===== config.mk =====
export PLATFORM = sky130hd
export DESIGN_NAME = instr_fetch
export DESIGN_NICKNAME = d
export VERILOG_FILES = /design/src/rtl/fetch_pkg.sv /design/src/rtl/fetch_buf.sv /design/src/rtl/instr_fetch.sv
export SDC_FILE = /design/constraint.sdc
export NUM_CORES = 1
export LEC_CHECK = 0
export ABC_AREA = 1
export ABC_CLOCK_PERIOD_IN_PS = 6100
export CAP_MARGIN = 20
export CORE_MARGIN = 5
export CORE_UTILIZATION = 55
export CTS_BUF_LIST = sky130_fd_sc_hd__clkbuf_4 sky130_fd_sc_hd__clkbuf_8
export CTS_CLUSTER_SIZE = 24
export DETAILED_ROUTE_END_ITERATION = 6
export DONT_BUFFER_PORTS = 1
export GPL_TIMING_DRIVEN = 0
export PLACE_DENSITY = 0.7
export RECOVER_POWER = 50
export SETUP_SLACK_MARGIN = 0.05
export SYNTH_ARGS = -nofsm -noshare
export SYNTH_HDL_FRONTEND = slang
export SYNTH_SLANG_ARGS = --single-unit

===== constraint.sdc =====
create_clock -name clk -period 6.1 [get_ports clk]
set_input_delay 0.61 -clock clk [delete_from_list [all_inputs] [get_ports clk]]
set_output_delay 0.61 -clock clk [all_outputs]
set_load 0.03 [all_outputs]

===== src/rtl/fetch_pkg.sv =====
// Shared types and default sizes for the instruction fetch stage.
package fetch_pkg;

  localparam int          DEF_ADDR_W  = 8;
  localparam int          DEF_DATA_W  = 16;
  localparam logic [15:0] DEF_HALT_OP = 16'hFFFF;

  typedef enum logic [1:0] {
    IDLE = 2'd0,
    RUN  = 2'd1,
    HALT = 2'd2
  } fetch_state_t;

endpackage


===== src/rtl/fetch_buf.sv =====
// DEPTH-entry circular instruction buffer; push and pop may coincide, clear empties it.
module fetch_buf #(
  parameter  int W     = 24,
  parameter  int DEPTH = 2,
  localparam int PW    = $clog2(DEPTH)
) (
  input  logic          clk,
  input  logic          reset,
  input  logic          clear,
  input  logic          push,
  input  logic [W-1:0]  push_data,
  input  logic          pop,
  output logic [W-1:0]  head,
  output logic [PW:0]   count
);

  logic [W-1:0]  mem_r [DEPTH];
  logic [PW-1:0] rd_ptr_r;
  logic [PW-1:0] wr_ptr_r;
  logic [PW:0]   count_r;

  // Pointers wrap naturally because DEPTH is a power of two.
  always_ff @(posedge clk or negedge reset) begin
    if (!reset) begin
      for (int i = 0; i < DEPTH; i++) begin
        mem_r[i] <= '0;
      end
      rd_ptr_r <= '0;
      wr_ptr_r <= '0;
      count_r  <= '0;
    end else if (clear) begin
      rd_ptr_r <= '0;
      wr_ptr_r <= '0;
      count_r  <= '0;
    end else begin
      if (push) begin
        mem_r[wr_ptr_r] <= push_data;
        wr_ptr_r        <= wr_ptr_r + PW'(1);
      end
      if (pop) begin
        rd_ptr_r <= rd_ptr_r + PW'(1);
      end
      count_r <= count_r + (PW+1)'(push) - (PW+1)'(pop);
    end
  end

  assign head  = mem_r[rd_ptr_r];
  assign count = count_r;

endmodule


===== src/rtl/instr_fetch.sv =====
// Instruction fetch stage: issues PC reads, buffers returns, stops on HALT_OP or flush.
// Optional FETCH_PARITY_EN: mem_rdata carries an even-parity MSB and instr_err flags bad words.
module instr_fetch
  import fetch_pkg::*;
#(
  parameter int                ADDR_W  = DEF_ADDR_W,
  parameter int                DATA_W  = DEF_DATA_W,
  parameter int                DEPTH   = 2,
  parameter logic [DATA_W-1:0] HALT_OP = DATA_W'(DEF_HALT_OP)
) (
  input  logic              clk,
  input  logic              reset,
  input  logic              start,
  input  logic              flush,
  input  logic [ADDR_W-1:0] pc,
  output logic              pc_en,
  output logic              mem_rd,
  output logic [ADDR_W-1:0] mem_addr,
`ifdef FETCH_PARITY_EN
  input  logic [DATA_W:0]   mem_rdata,
`else
  input  logic [DATA_W-1:0] mem_rdata,
`endif
  output logic [DATA_W-1:0] instr,
  output logic [ADDR_W-1:0] instr_pc,
  output logic              instr_valid,
  input  logic              instr_ready,
  output logic              halted,
  output logic              instr_err
);

  localparam int CW = $clog2(DEPTH) + 1;
`ifdef FETCH_PARITY_EN
  localparam int BW = DATA_W + ADDR_W + 1;

  function automatic logic par_err(input logic [DATA_W:0] w);
    return ^w;
  endfunction
`else
  localparam int BW = DATA_W + ADDR_W;
`endif

  fetch_state_t      state_r, state_next_s;
  logic              inflight_r;
  logic [ADDR_W-1:0] iss_addr_r;
  logic [CW-1:0]     count_s;
  logic [CW:0]       occ_s;
  logic [BW-1:0]     head_s, push_data_s;
  logic              pop_s, push_s, issue_s, halt_word_s;

  assign instr_valid = (count_s != CW'(0));
  assign pop_s       = instr_valid & instr_ready;
  assign occ_s       = (CW+1)'(count_s) + (CW+1)'(inflight_r) - (CW+1)'(pop_s);
  // A flush in the return cycle drops the word that is arriving.
  assign push_s      = inflight_r & ~flush;
  assign halt_word_s = push_s && (mem_rdata[DATA_W-1:0] == HALT_OP);

  always_comb begin
    issue_s  = 1'b0;
    mem_rd   = 1'b0;
    pc_en    = 1'b0;
    mem_addr = '0;
    if ((state_r == RUN) && !flush && (occ_s < (CW+1)'(DEPTH))) begin
      issue_s  = 1'b1;
      mem_rd   = 1'b1;
      pc_en    = 1'b1;
      mem_addr = pc;
    end else begin
      issue_s  = 1'b0;
    end
  end

  always_comb begin
    state_next_s = state_r;
    case (state_r)
      IDLE: begin
        if (start) state_next_s = RUN;
        else       state_next_s = IDLE;
      end
      RUN: begin
        if (flush)            state_next_s = start ? RUN : IDLE;
        else if (halt_word_s) state_next_s = HALT;
        else                  state_next_s = RUN;
      end
      HALT: begin
        if (flush) state_next_s = start ? RUN : IDLE;
        else       state_next_s = HALT;
      end
      default: state_next_s = IDLE;
    endcase
  end

  always_ff @(posedge clk or negedge reset) begin
    if (!reset) begin
      state_r    <= IDLE;
      inflight_r <= 1'b0;
      iss_addr_r <= '0;
    end else begin
      state_r <= state_next_s;
      if (flush) inflight_r <= 1'b0;
      else       inflight_r <= issue_s;
      if (issue_s) iss_addr_r <= pc;
      else         iss_addr_r <= iss_addr_r;
    end
  end

`ifdef FETCH_PARITY_EN
  assign push_data_s = {par_err(mem_rdata), iss_addr_r, mem_rdata[DATA_W-1:0]};
  assign instr_err   = head_s[BW-1] & instr_valid;
`else
  assign push_data_s = {iss_addr_r, mem_rdata};
  assign instr_err   = 1'b0;
`endif

  fetch_buf #(.W(BW), .DEPTH(DEPTH)) u_buf (
    .clk       (clk),
    .reset     (reset),
    .clear     (flush),
    .push      (push_s),
    .push_data (push_data_s),
    .pop       (pop_s),
    .head      (head_s),
    .count     (count_s)
  );

  assign instr    = head_s[DATA_W-1:0];
  assign instr_pc = head_s[DATA_W +: ADDR_W];
  assign halted   = (state_r == HALT);

endmodule


==> flow_summary_export.csv, run 1 <==
group,metric,value,unit
run_status,status,"finished with violations",
run_status,failed_checks,"capacitance limit, slew limit",
finish,drive_gt1_frac,0.07447,
detailed_routing,highest_layer,"met4",
setup_path,cp-endpoint,"mem_addr[4]",
finish,synthToLayoutAreaGrowth,8.359,%
finish,nets,404,
floorplan,die_area,6834,sq um
pwr,combPwrFrac,0.405,
floorplan,die_w,82.67,microns
final_timing,fin_tns_setup,0,ns
min_path,worstHoldStart,"flush",
synthesis,ys_sh_adder,0.01982,
setup_path,cp.depth,12,
global_route,grt_first_pass_wirelength,10.42,mm
finish,fin_util,0.6161,
global_route,grt_use_total,0.2092,
floorplan,io-pin-count,66,
placed_design,dp_hpwl,4.297,mm
finish,num_antenna_cells,0,
detailed_routing,vias_per_cell,4.919,
setup_path,crit_chain,"inv_1 > nand2_1 > nand2_1 > inv_1 > ha_1 > inv_1 > nand2_1 > fa_1 > nand2_2 > nor2_2 > nand3_4 > nor2_1",
finish,largest_reg_flops,48,
placed_design,dp_cells,429,
finish,final-seq-area,1577,sq um
global_route,grt.met3_usage,0.06291,
pwr,p_comb,0.000678,W
synthesis,synth_cells,359,
final_timing,max_clock_freq,0.2721,GHz
placed_design,io_buffer_count,0,
placed_design,placedInstanceArea,2992,sq um
synthesis,ys_sh_aoi,0.1120,
min_path,hold_class,"input port to register",
setup_path,setup.worst_path.class,"register to output pin",
setup_path,cp_num_buf_inv,3,
clock_network,clkTransAtPathRegs,0.06,ns
synthesis,synth.area.mux_share,0,
floorplan,die_y,82.67,microns
placed_design,dp_slack,2.747,ns
floorplan,row_count,26,
finish,num-multi-input-gates,233,
clock_network,cts.htree.levels,3,
setup_path,start_kind,"register",
finish,final_cells,446,
detailed_routing,dr.first_iter.drc_count,121,
min_path,whs_path_depth,1,
setup_path,r2r_start,"u_buf.count[1]",
synthesis,ys_types,23,
finish,clock_area_frac,0.06004,
finish,combGateArea,1042,sq um
setup_path,arrival,3.06,ns
pwr,p_leak,1.688,nW
min_path,whs_endpoint,"u_buf.count[0]",
synthesis,logic_family,"simple AND/OR/NAND/NOR gates",
job,cap_violations,1,
global_route,use_met2,0.3446,
final_timing,layout_setup_ws,2.425,ns
detailed_routing,met1_length,2.766,mm
finish,seq_cell_count,63,
detailed_routing,vias,2194,
setup_path,r2r_setup_slack,3.10,ns
pwr,maxPowerGroup,"combinational logic",
finish,post-route-cell-area,3147,sq um
synthesis,syn_area,2904,sq um
detailed_routing,dr.pass1.iters,4,
finish,top_regs,"u_buf.mem_r: 48 flops, iss_addr_r: 8 flops",
setup_path,end_kind,"output pin",
final_timing,rsz0062_at_grt,"no",
final_timing,skew,0.007628,ns
detailed_routing,post-route-drc-count,0,
pwr,p_seq_frac,0.392,
floorplan,fp_util,0.5686,
final_timing,slew_viol_final,64,
final_timing,whs,0.3286,ns
setup_path,crit_slowest_cell,"fa_1",
pwr,p_sw,0.0007431,W
clock_network,tritoncts,"built",
final_timing,hold_violations,0,
final_timing,setup_violations,0,
synthesis,yosys.stat.seqShare,0.5429,
detailed_routing,route.met3.wl,414,microns
setup_path,rr_endpoint,"iss_addr_r[5]",
finish,dominant_cells,"registers",
detailed_routing,wl_per_cell,13.99,microns
global_route,grt_start_max_net_pins,64,
setup_path,cp.required,5.49,ns
finish,buffer_area_frac,0.02505,
global_route,grt_use_met1,0.2532,
global_route,grt-busiest-layer,"met2",
final_timing,slew-limit-headroom,-1.161,
finish,final_cell_mix,"nand2_1, dfrtp_1, o21ai_0",
floorplan,core_area,5107,sq um
==> run 1: worst reg2reg max path: stages, from the launching register on <==
cell and delay, ns:
dfrtp_1 0.40, inv_1 0.11, nand2_1 0.23, nand2_1 0.20, inv_1 0.06, ha_1 0.26, inv_1 0.08, nand2_1 0.07
fa_1 0.50, nand2_2 0.06, nor2_2 0.14, nand3_4 0.14, nor2_1 0.50, o21bai_1 0.20
==> run 1: cells in the mapped netlist (all sizes together) <==
cell,number,share of area
ha,3,0.013
nand2,142,0.18
or2,1,0.0022
fa,1,0.0069
dfrtp,63,0.54
o21bai,8,0.021
a21oi,2,0.0034
buf,10,0.027
conb,1,0.0013
o21ai,51,0.088
clkbuf,7,0.0090
nor2,19,0.029
inv,45,0.058
clkinv,1,0.0013
nand3,5,0.013
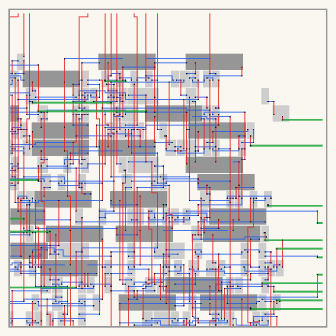
Figure 1: run 1, close-up of the layout.
Region (33, 33) to (83, 83) microns. Cells in grey, sequential cells in the stronger grey; small squares are vias.
legend:
  red:
    layer: M2
  blue:
    layer: M1
  green:
    layer: M3
sequential cells in the window: 22
netlist names of flops here include: u_buf.mem_r (22)
cells with their middle in the window: 148
most frequent: nand2_1 (75), dfrtp_1 (22), o21ai_0 (17)

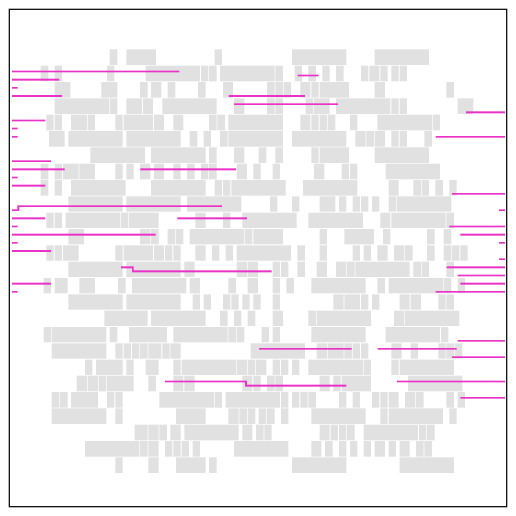
Figure 2: run 1, met3 routing.
Drawn at 6 px/micron.
main direction: horizontal
longest straight run: 33.8 microns
wire length on this layer: 414 microns
share of all routed wire: 6.6%

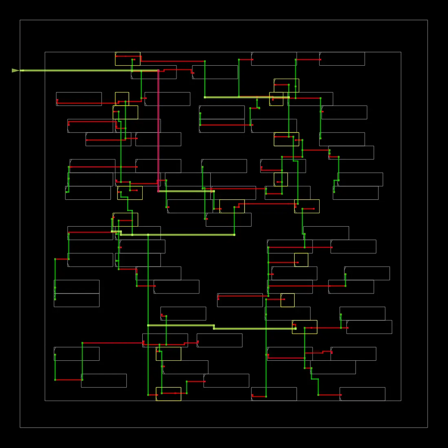
Figure 3: run 1, the clock network.
clock buffers: 16
Late-Pin Clk Latency: 0.34 ns
clk sinks: 63
P_clk: 0.000340 W

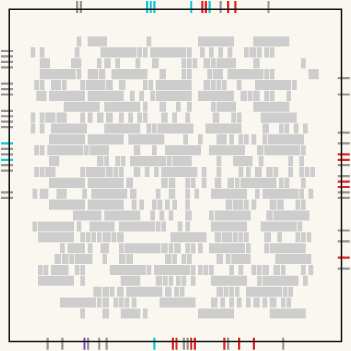
Figure 4: run 1, I/O pins on the die edge.
Drawn at 4 px/micron. Pins as bars across the die edge, other pins in grey.
legend:
  purple:
    port: instr_valid
    pins: 1
    direction: output
    edge: bottom
  red:
    port: mem_rdata
    pins: 16
    direction: input
    edge: 7 bottom, 5 right, 4 top
  cyan:
    port: instr_pc
    pins: 8
    direction: output
    edge: 5 top, 2 left, 1 bottom

Figure 5. Placement by cell class (run 1).
Drawn at 6 px/micron.
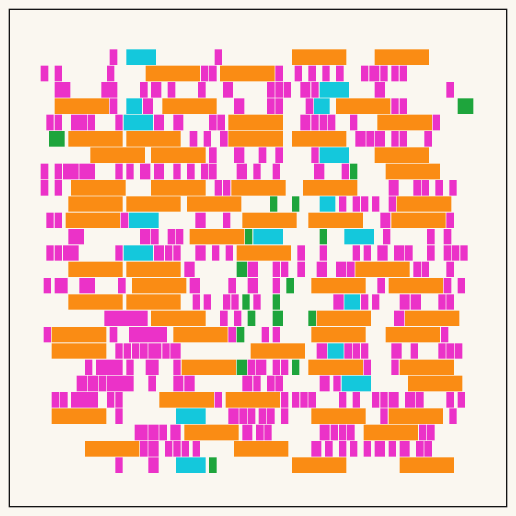

==> run 2: changes to the inputs <==
--- a/config.mk
+++ b/config.mk
@@ -6,7 +6,7 @@
 export NUM_CORES = 1
 export LEC_CHECK = 0
 export ABC_AREA = 1
-export ABC_CLOCK_PERIOD_IN_PS = 6100
+export ABC_CLOCK_PERIOD_IN_PS = 3500
 export CAP_MARGIN = 20
 export CORE_MARGIN = 5
 export CORE_UTILIZATION = 55
==> constraint.sdc (replaced) <==
create_clock -name clk -period 3.5 [get_ports clk]
set_input_delay 0.35 -clock clk [delete_from_list [all_inputs] [get_ports clk]]
set_output_delay 0.35 -clock clk [all_outputs]
set_load 0.03 [all_outputs]
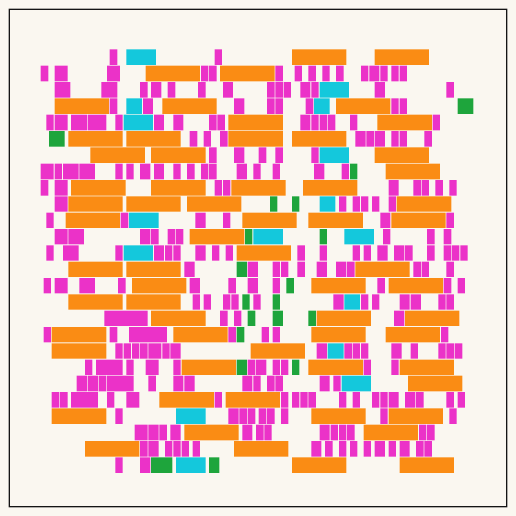
Figure 6: run 2, placement by cell class.
Drawn at 6 px/micron.
legend:
  orange:
    class: registers
    cells: 63
  magenta:
    class: remaining logic cells
    cells: 279
  cyan:
    class: clock drivers and dummy loads
    cells: 16
  green:
    class: remaining buffers and delay cells
    cells: 19

==> flow_summary_export.csv, run 2 <==
group,metric,value,unit
finish,combGateArea,1062,sq um
final_timing,fin_tns_setup,0,ns
synthesis,logic_family,"simple AND/OR/NAND/NOR gates",
floorplan,die_w,82.67,microns
run_status,status,"finished with violations",
min_path,worstHoldStart,"flush",
global_route,grt_use_total,0.2095,
setup_path,end_kind,"output pin",
setup_path,cp.required,3.15,ns
synthesis,ys_types,23,
pwr,p_sw,0.001310,W
detailed_routing,post-route-drc-count,0,
finish,top_regs,"u_buf.mem_r: 48 flops, iss_addr_r: 8 flops",
synthesis,topCellsByArea,"dfrtp_1, nand2_1, o21ai_0, inv_1, nor2_1",
placed_design,dp_slack,0.4065,ns
final_timing,setup_violations,0,
global_route,grt-busiest-layer,"met2",
final_timing,rsz0062_at_grt,"yes",
final_timing,layout_setup_ws,0.2748,ns
finish,fin_util,0.6232,
detailed_routing,vias_per_cell,4.953,
clock_network,clkTransAtPathRegs,0.06,ns
synthesis,synthFlopType,"dfrtp_1",
finish,final_cell_mix,"nand2_1, dfrtp_1, o21ai_0",
setup_path,cp_num_buf_inv,5,
synthesis,yosysTopAreaCellShare,0.5429,
setup_path,arrival,2.88,ns
placed_design,dp_hpwl,4.297,mm
global_route,grt_start_max_net_pins,64,
synthesis,yosys.cell_count.top_type,"nand2_1",
clock_network,clock_sinks,63,
synthesis,ys_sh_aoi,0.1120,
final_timing,whs,0.06513,ns
synthesis,async_flop_share,1.000,
job,cap_violations,1,
floorplan,io-pin-count,66,
detailed_routing,highest_layer,"met4",
global_route,grt.met3_usage,0.06291,
finish,largest_reg_flops,48,
pwr,p_seq_frac,0.389,
placed_design,placedInstanceArea,2992,sq um
synthesis,largest_area_cell,"dfrtp_1",
clock_network,tritoncts,"built",
detailed_routing,route.met3.wl,462,microns
run_status,failed_checks,"capacitance limit, slew limit",
synthesis,edf_count,0,
floorplan,core_area,5107,sq um
detailed_routing,vias,2214,
setup_path,crit_chain,"inv_1 > nand2_2 > nand2_1 > inv_1 > ha_1 > inv_1 > nand2_1 > fa_1 > nand2_2 > nor2_2 > nand3_4 > inv_6 > buf_4",
setup_path,cp.depth,13,
global_route,grt_first_pass_wirelength,10.43,mm
final_timing,slew_viol_final,24,
setup_path,r2r_setup_slack,0.72,ns
pwr,maxPowerGroup,"combinational logic",
floorplan,die_area,6834,sq um
finish,drive_gt1_frac,0.09814,
pwr,p_leak,1.693,nW
setup_path,setup.worst_path.class,"register to output pin",
synthesis,synth_cells,359,
min_path,whs_endpoint,"u_buf.count[0]",
global_route,use_met2,0.3470,
final_timing,hold_violations,0,
setup_path,cp-endpoint,"pc_en",
setup_path,rr_endpoint,"iss_addr_r[5]",
pwr,p_comb,0.00120,W
setup_path,start_kind,"register",
min_path,whs_path_depth,1,
final_timing,max_clock_freq,0.3101,GHz
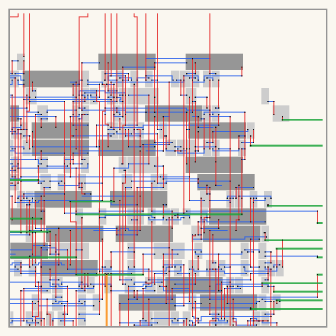
Figure 7: run 2, close-up of the layout.
Region (33, 33) to (83, 83) microns. Cells in grey, sequential cells in the stronger grey; small squares are vias.
legend:
  orange:
    layer: M4
  red:
    layer: M2
  blue:
    layer: M1
  green:
    layer: M3
most frequent: nand2_1 (75), dfrtp_1 (22), o21ai_0 (17)
cells with their middle in the window: 148
netlist names of flops here include: u_buf.mem_r (22)
sequential cells in the window: 22

[run 2: logic make-up after synthesis]
kind of cell,Yosys count
flip-flops,63
AND-OR/OR-AND,61
buffers and inverters,63
AND/OR/NAND/NOR,167
adder cells (fa/ha/maj),4
other,1
[run 2: repair_timing]
| item | 4_1_cts | 5_1_grt |
|---|---|---|
| resized | 0 | 11 |
| hold buffers | 2 | 0 |
| endpoints found under the setup margin | 7 | 9 |
| endpoints found under the hold margin | 63 | 0 |
[run 2: layout make-up]
type | instances | area share
sequential | 63 | 0.4953
multi-input combinational | 233 | 0.3337
clock buffer | 16 | 0.05936
inverter | 46 | 0.05582
tap | 70 | 0.02752
buffer | 17 | 0.02358
timing repair buffer | 2 | 0.004717
Figure 8. I/O pins on the die edge (run 2).
Drawn at 4 px/micron. Pins as bars across the die edge, other pins in grey.
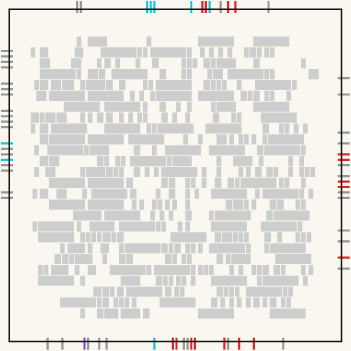

==> run 3: changes to the inputs <==
==> constraint.sdc (replaced) <==
create_clock -name clk -period 3.5 [get_ports clk]
set_input_delay 0.525 -clock clk [delete_from_list [all_inputs] [get_ports clk]]
set_output_delay 0.525 -clock clk [all_outputs]
set_load 0.03 [all_outputs]
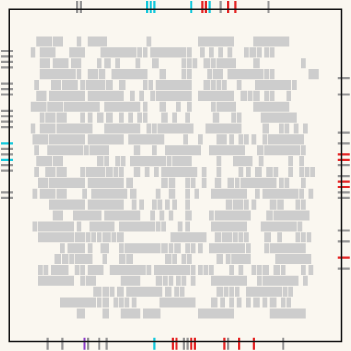
Figure 9: run 3, I/O pins on the die edge.
Drawn at 4 px/micron. Pins as bars across the die edge, other pins in grey.
legend:
  purple:
    port: instr_valid
    pins: 1
    direction: output
    edge: bottom
  red:
    port: mem_rdata
    pins: 16
    direction: input
    edge: 7 bottom, 5 right, 4 top
  cyan:
    port: instr_pc
    pins: 8
    direction: output
    edge: 5 top, 2 left, 1 bottom

==> flow_summary_export.csv, run 3 <==
group,metric,value,unit
floorplan,core_area,5107,sq um
synthesis,ys_sh_xor,0,
floorplan,die_w,82.67,microns
global_route,grt_use_met1,0.2532,
finish,post-route-cell-area,3298,sq um
finish,nets,412,
global_route,grt-busiest-layer,"met2",
placed_design,dp_cells,429,
global_route,use_met2,0.3462,
placed_design,placedInstanceArea,2992,sq um
synthesis,yosys.stat.seqShare,0.5429,
synthesis,async_flop_share,1.000,
final_timing,max_clock_freq,0.3069,GHz
pwr,p_sw,0.001349,W
detailed_routing,wl_per_cell,13.92,microns
detailed_routing,vias,2267,
synthesis,logic_family,"simple AND/OR/NAND/NOR gates",
finish,num_antenna_cells,0,
clock_network,hold_buffers,1,
synthesis,top_cells_by_count,"nand2_1, dfrtp_1, inv_1",
clock_network,tritoncts,"built",
run_status,status,"finished with violations",
synthesis,yosys.cell_count.top_type,"nand2_1",
finish,synthToLayoutAreaGrowth,13.57,%
pwr,p_seq_frac,0.374,
finish,top_regs,"u_buf.mem_r: 48 flops, iss_addr_r: 8 flops",
synthesis,syn_area,2904,sq um
floorplan,fp_util,0.5686,
placed_design,dp_hpwl,4.297,mm
final_timing,fin_tns_setup,0,ns
global_route,grt_first_pass_wirelength,10.47,mm
synthesis,ys_sh_aoi,0.1120,
floorplan,die_area,6834,sq um
synthesis,ys_types,23,
finish,fin_util,0.6458,
finish,final_cells,454,
detailed_routing,post-route-drc-count,0,
final_timing,slew-limit-headroom,-0.7915,
setup_path,end_kind,"output pin",
run_status,failed_checks,"capacitance limit, slew limit",
global_route,grt_use_total,0.2101,
setup_path,start_kind,"register",
clock_network,cts.htree.levels,3,
synthesis,ys_sh_adder,0.01982,
synthesis,edf_count,0,
clock_network,clock_sinks,63,
clock_network,clkTransAtPathRegs,0.06,ns
floorplan,row_count,26,
setup_path,cp.required,2.97,ns
final_timing,rsz0062_at_grt,"no",
job,cap_violations,1,
setup_path,r2r_setup_slack,0.88,ns
synthesis,largest_area_cell,"dfrtp_1",
synthesis,synth.area.mux_share,0,
min_path,hold_class,"input port to register",
floorplan,io-pin-count,66,
detailed_routing,highest_layer,"met4",
clock_network,cts_resized,10,
setup_path,crit_chain,"inv_2 > nand2_4 > nand2_2 > inv_1 > ha_1 > inv_1 > nand2_1 > fa_1 > nand2_2 > nor2_2 > nand3_4 > buf_6 > nor2_4",
synthesis,topCellsByArea,"dfrtp_1, nand2_1, o21ai_0, inv_1, nor2_1",
synthesis,synth_cells,359,
final_timing,layout_setup_ws,0.2418,ns
clock_network,clock_latency,0.34,ns
detailed_routing,ant_nets,0,
final_timing,setup_violations,0,
setup_path,setup.worst_path.class,"register to output pin",
detailed_routing,dr.first_iter.drc_count,118,
finish,drive_gt1_frac,0.1198,
finish,final_cell_mix,"nand2_1, dfrtp_1, o21ai_0",
setup_path,arrival,2.73,ns
pwr,combPwrFrac,0.433,
detailed_routing,dr.pass1.iters,4,
floorplan,die_y,82.67,microns
final_timing,slew_viol_final,64,
detailed_routing,met1_length,2.605,mm
finish,largest_reg_flops,48,
final_timing,whs,0.2425,ns
global_route,grt.met3_usage,0.06508,
final_timing,hold_violations,0,
detailed_routing,vias_per_cell,4.993,
synthesis,synthFlopType,"dfrtp_1",
setup_path,cp_num_buf_inv,4,
pwr,maxPowerGroup,"combinational logic",
placed_design,io_buffer_count,0,
detailed_routing,route.met3.wl,507,microns
placed_design,dp_slack,0.2315,ns
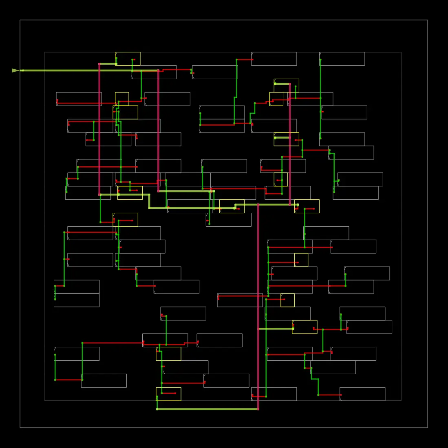
Figure 10: run 3, the clock network.
P_clk: 0.000591 W
CTS Buf Count: 9
Worst Skew: 0.006445 ns
seq_cells: 63

==> run 3: cell counts after synthesis <==
Identical to the previous run, type by type.
==> run 3: area by class of cell <==
type / count / area [sq um]
Buffer: 17 / 75.07
Clock buffer: 16 / 188.9
Fill cell: 479 / 1809
Inverter: 46 / 180.2
Multi-Input combinational cell: 233 / 1110
Sequential cell: 63 / 1577
Tap cell: 70 / 87.58
Timing Repair Buffer: 9 / 80.08
==> run 3: final timing paths <==
check	start	endpoint	depth (start not counted)
max	u_buf.count[1]	mem_addr[7]	13
min	flush	u_buf.count[0]	1
max reg2reg	u_buf.count[1]	iss_addr_r[6]	14
min reg2reg	u_buf.mem_r[32]	u_buf.mem_r[32]	2
max in group asynchronous	reset	u_buf.mem_r[0]	1
min in group asynchronous	reset	state_r[0]	1
Power figures rest on the tool's default switching activity, not on a simulated workload.
